--- src/rtl/branch_predict_table.sv ---
`default_nettype none
// ============================================================================
// Module   : branch_predict_table
// Desc     : Table of 2^IDX_W saturating CNT_W-bit direction counters with a
//            registered lookup port, a training port and a saturating
//            mispredict count. Define GSHARE_EN for gshare (history-XOR) indexing.
// Revision : 1.0  initial release
// ============================================================================
module branch_predict_table #(
  parameter int CNT_W  = 2,
  parameter int IDX_W  = 4,
  parameter int HIST_W = 4,
  parameter int MISS_W = 16
) (
  input  logic              clk,
  input  logic              rst,
  input  logic              lookup_valid,
  input  logic [IDX_W-1:0]  lookup_idx,
  input  logic              update_valid,
  input  logic [IDX_W-1:0]  update_idx,
  input  logic              update_taken,
  input  logic              update_pred,
  output logic              predict,
  output logic              predict_valid,
  output logic [MISS_W-1:0] miss_count
);

  localparam int                c_depth    = 1 << IDX_W;
  localparam logic [CNT_W-1:0]  c_cnt_init = CNT_W'((1 << (CNT_W - 1)) - 1);
  localparam logic [CNT_W-1:0]  c_cnt_max  = '1;
  localparam logic [CNT_W-1:0]  c_cnt_one  = CNT_W'(1);
  localparam logic [MISS_W-1:0] c_miss_max = '1;
  localparam logic [MISS_W-1:0] c_miss_one = MISS_W'(1);

  logic [CNT_W-1:0]  r_table [c_depth];
  logic              r_predict;
  logic              r_predict_valid;
  logic [MISS_W-1:0] r_miss_count;

  logic [IDX_W-1:0]  w_lk_eidx;
  logic [IDX_W-1:0]  w_up_eidx;
  logic [CNT_W-1:0]  w_up_cur;
  logic [CNT_W-1:0]  w_up_next;
  logic              w_bypass;
  logic              w_miss;

`ifdef GSHARE_EN
  logic [HIST_W-1:0] r_ghr;
  logic [HIST_W:0]   w_ghr_shift;
  logic [IDX_W-1:0]  w_hist;

  // Both ports hash with the history as it stood before this cycle's shift.
  assign w_hist      = IDX_W'(r_ghr);
  assign w_ghr_shift = {r_ghr, update_taken};
  assign w_lk_eidx   = lookup_idx ^ w_hist;
  assign w_up_eidx   = update_idx ^ w_hist;

  always_ff @(posedge clk or posedge rst) begin
    if (rst) begin
      r_ghr <= '0;
    end else if (update_valid) begin
      r_ghr <= w_ghr_shift[HIST_W-1:0];
    end
  end
`else
  assign w_lk_eidx = lookup_idx;
  assign w_up_eidx = update_idx;
`endif

  assign w_up_cur = r_table[w_up_eidx];

  always_comb begin
    w_up_next = w_up_cur;
    if (update_taken) begin
      if (w_up_cur != c_cnt_max) w_up_next = w_up_cur + c_cnt_one;
    end else begin
      if (w_up_cur != '0) w_up_next = w_up_cur - c_cnt_one;
    end
  end

  assign w_bypass = update_valid && (w_up_eidx == w_lk_eidx);
  assign w_miss   = update_valid && (update_taken != update_pred);

  always_ff @(posedge clk or posedge rst) begin
    if (rst) begin
      for (int i = 0; i < c_depth; i++) r_table[i] <= c_cnt_init;
    end else if (update_valid) begin
      r_table[w_up_eidx] <= w_up_next;
    end
  end

  // A same-cycle update to the looked-up entry forwards its new counter value.
  always_ff @(posedge clk or posedge rst) begin
    if (rst) begin
      r_predict       <= 1'b0;
      r_predict_valid <= 1'b0;
    end else begin
      r_predict_valid <= lookup_valid;
      if (lookup_valid) begin
        r_predict <= w_bypass ? w_up_next[CNT_W-1] : r_table[w_lk_eidx][CNT_W-1];
      end
    end
  end

  always_ff @(posedge clk or posedge rst) begin
    if (rst) begin
      r_miss_count <= '0;
    end else if (w_miss && (r_miss_count != c_miss_max)) begin
      r_miss_count <= r_miss_count + c_miss_one;
    end
  end

  assign predict       = r_predict;
  assign predict_valid = r_predict_valid;
  assign miss_count    = r_miss_count;

endmodule
`default_nettype wire

--- config.mk ---
export PLATFORM = sky130hd
export DESIGN_NAME = branch_predict_table
export DESIGN_NICKNAME = d
export VERILOG_FILES = /design/src/rtl/branch_predict_table.sv
export SDC_FILE = /design/constraint.sdc
export NUM_CORES = 1
export LEC_CHECK = 0
export ABC_AREA = 1
export CAP_MARGIN = 20
export CORE_MARGIN = 3
export CORE_UTILIZATION = 56
export DETAILED_ROUTE_END_ITERATION = 8
export PLACE_DENSITY = 0.86
export SLEW_MARGIN = 10
export SYNTH_ARGS = -nofsm -noshare
export SYNTH_HDL_FRONTEND = slang
export SYNTH_SLANG_ARGS = --single-unit
--- constraint.sdc ---
create_clock -name clk -period 2.15 [get_ports clk]
set_input_delay 0.3225 -clock clk [delete_from_list [all_inputs] [get_ports clk]]
set_output_delay 0.3225 -clock clk [all_outputs]
set_load 0.005 [all_outputs]
Figure 1. Routing congestion.
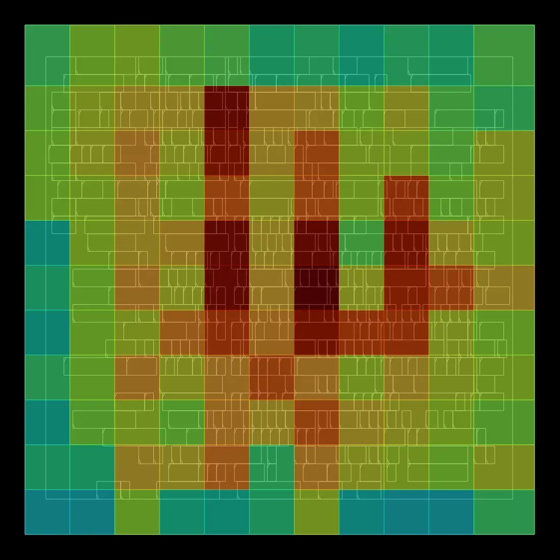
GR Util met1: 35.1%
DR WL/cell: 14.2 um
utilization after layout: 71.2%

Figure 2. Where the registers sit.
Other sequential cells in the stronger grey, the rest of the logic in the fainter grey.
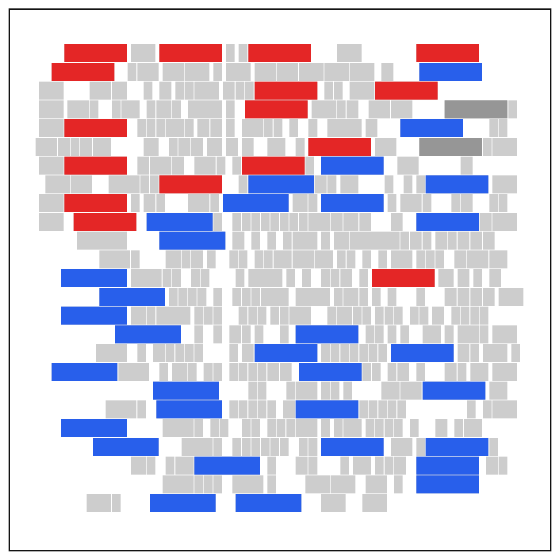
Key: red = `miss_count` [flops 16]; blue = `r_table` [flops 32]

Figure 3. M2 wires.
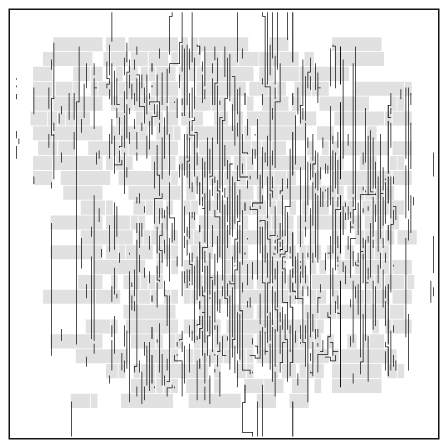
The layer holds 45% of the routed length. The wires run mostly vertical. The longest straight run is 44.4 um. The layer carries 3230 um of wire. 368 nets have wire on it.
Vias: 2708
drt total wl: 7120 um
GR Util met2: 40.6%

Figure 4. Gate families picked out.
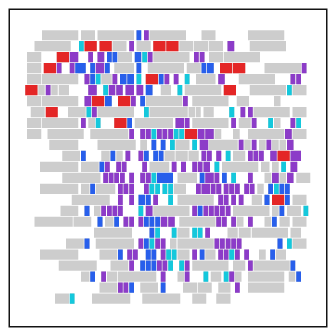
Key: blue = nor cells [cells 63, most used nor2_1]; cyan = inv cells [cells 46, most used inv_1]; purple = nand cells [cells 153, most used nand2_1]; red = xor and xnor cells [cells 18, most used xor2_1]

==> run summary <==
dominant cell by count in the synthesized netlist - nand2_1
via/cell ratio - 5.39
pwr dens - 788 mW/mm2
initial DRC count - 254
Mapped Nets - 406
area leader, netlist - dfrtp_1
post-synthesis cell type count - 29
outcome - finished, final reports clean
Avg Synthesized Cell Area - 7.49 um2
grt ovf - 0
Synth Register Bits - 50
synthesized area - 0.00293 mm2
Critical Path AT - 2.09 ns
Clk Latency, worst-skew pair - 0.30 ns
fp util - 60.1%
CP startpoint kind - flop
fin. max-slew vios - 0
Leak - 0.00161 uW
Final Hold Fails - 0
Worst Path Required - 2.38 ns
Worst-path clk slew - 0.09 ns
Area Growth Syn to Fin - 18.5%
## worst max-delay path, cell delays in order, from the launching register on
cell	delay (ns)
dfrtp_1	0.44
ha_1	0.24
nand3_1	0.14
nor2_1	0.07
nand3_1	0.08
nand2_2	0.10
nor2_1	0.27
nand2_1	0.15
nor2_1	0.15
xor2_1	0.15
## worst max path at each step
stage | cells past startpoint | slack [ns] | start | end
final | 9 | 0.29 | miss_count[0]$_DFFE_PP0P_ | miss_count[10]$_DFFE_PP0P_
after global routing | 13 | 0.10 | update_idx[0] | r_table[27]$_DFFE_PP0P_
after CTS | 9 | 0.30 | miss_count[0]$_DFFE_PP0P_ | miss_count[10]$_DFFE_PP0P_
after detailed placement | 13 | 0.04 | update_idx[0] | r_table[25]$_DFFE_PP0P_
after global placement | 13 | 0.11 | update_idx[0] | r_table[8]$_DFFE_PP1P_
after floorplan | 9 | 0.53 | miss_count[0]$_DFFE_PP0P_ | miss_count[10]$_DFFE_PP0P_
## flip-flops by register name, indices dropped and copies added, names as in the netlist
register,cells
miss_count,16
predict,1
predict_valid,1
r_table,32
## through the flow
step	instances	hold WS (ns)	total power, uW	setup slack (ns)
CTS	502	0.355	2740	0.299
detailed placement	494	0.472	2220	0.0417
global route	502	0.392	2930	0.105
global placement	494	0.464	2180	0.108
finish	502	0.345	2740	0.289
floorplan	391	0.354	1880	0.535
## cell usage in the layout (no fill, tap or decap), types with 9 or more instances in the layout
cell             count
dfrtp_1             34
clkdlybuf4s50_1     31
a31oi_2              9
nand2_1            125
nand3_1             18
xor2_1              10
nor2_1              54
dfstp_2             16
o21ai_2             10
buf_4               12
o21ai_0             20
inv_1               43
## kinds of logic after synthesis
logic type / after synthesis / share of synthesized area [%]
compound gates: 51 / 12.7
fa+ha+maj: 1 / 0.427
xor+xnor: 18 / 5.38
simple gates: 216 / 30.0
flops: 50 / 43.4
buf+inv: 55 / 8.11
## power groups by stage
stage | combinational (uW) | sequential, uW | clock [uW]
global placement | 797 | 1390 | 0
floorplan | 538 | 1340 | 0
detailed placement | 828 | 1390 | 0
global route | 935 | 1410 | 583
finish | 832 | 1380 | 523
CTS | 833 | 1370 | 535
## cell type report
class,count,area [um2]
fillers,393,1410
repair buffers,45,440
clock inverters,2,10.0
well taps,67,83.8
multi-input cells,286,1420
inverters,46,173
clock buffers,6,72.6
flip-flops and latches,50,1270
## per-layer routing
| layer | wire, um | part of all wire (%) | track usage (%) | vias up |
|---|---|---|---|---|
| met5 | 0 | 0 | 0 | - |
| met4 | 133 | 1.9 | 7.52 | 0 |
| met3 | 400 | 5.6 | 5.28 | 16 |
| met2 | 3230 | 45 | 40.6 | 97 |
| met1 | 3350 | 47 | 35.1 | 1271 |
| li1 | - | - | - | 1324 |
Power and IR drop assume default switching activity.
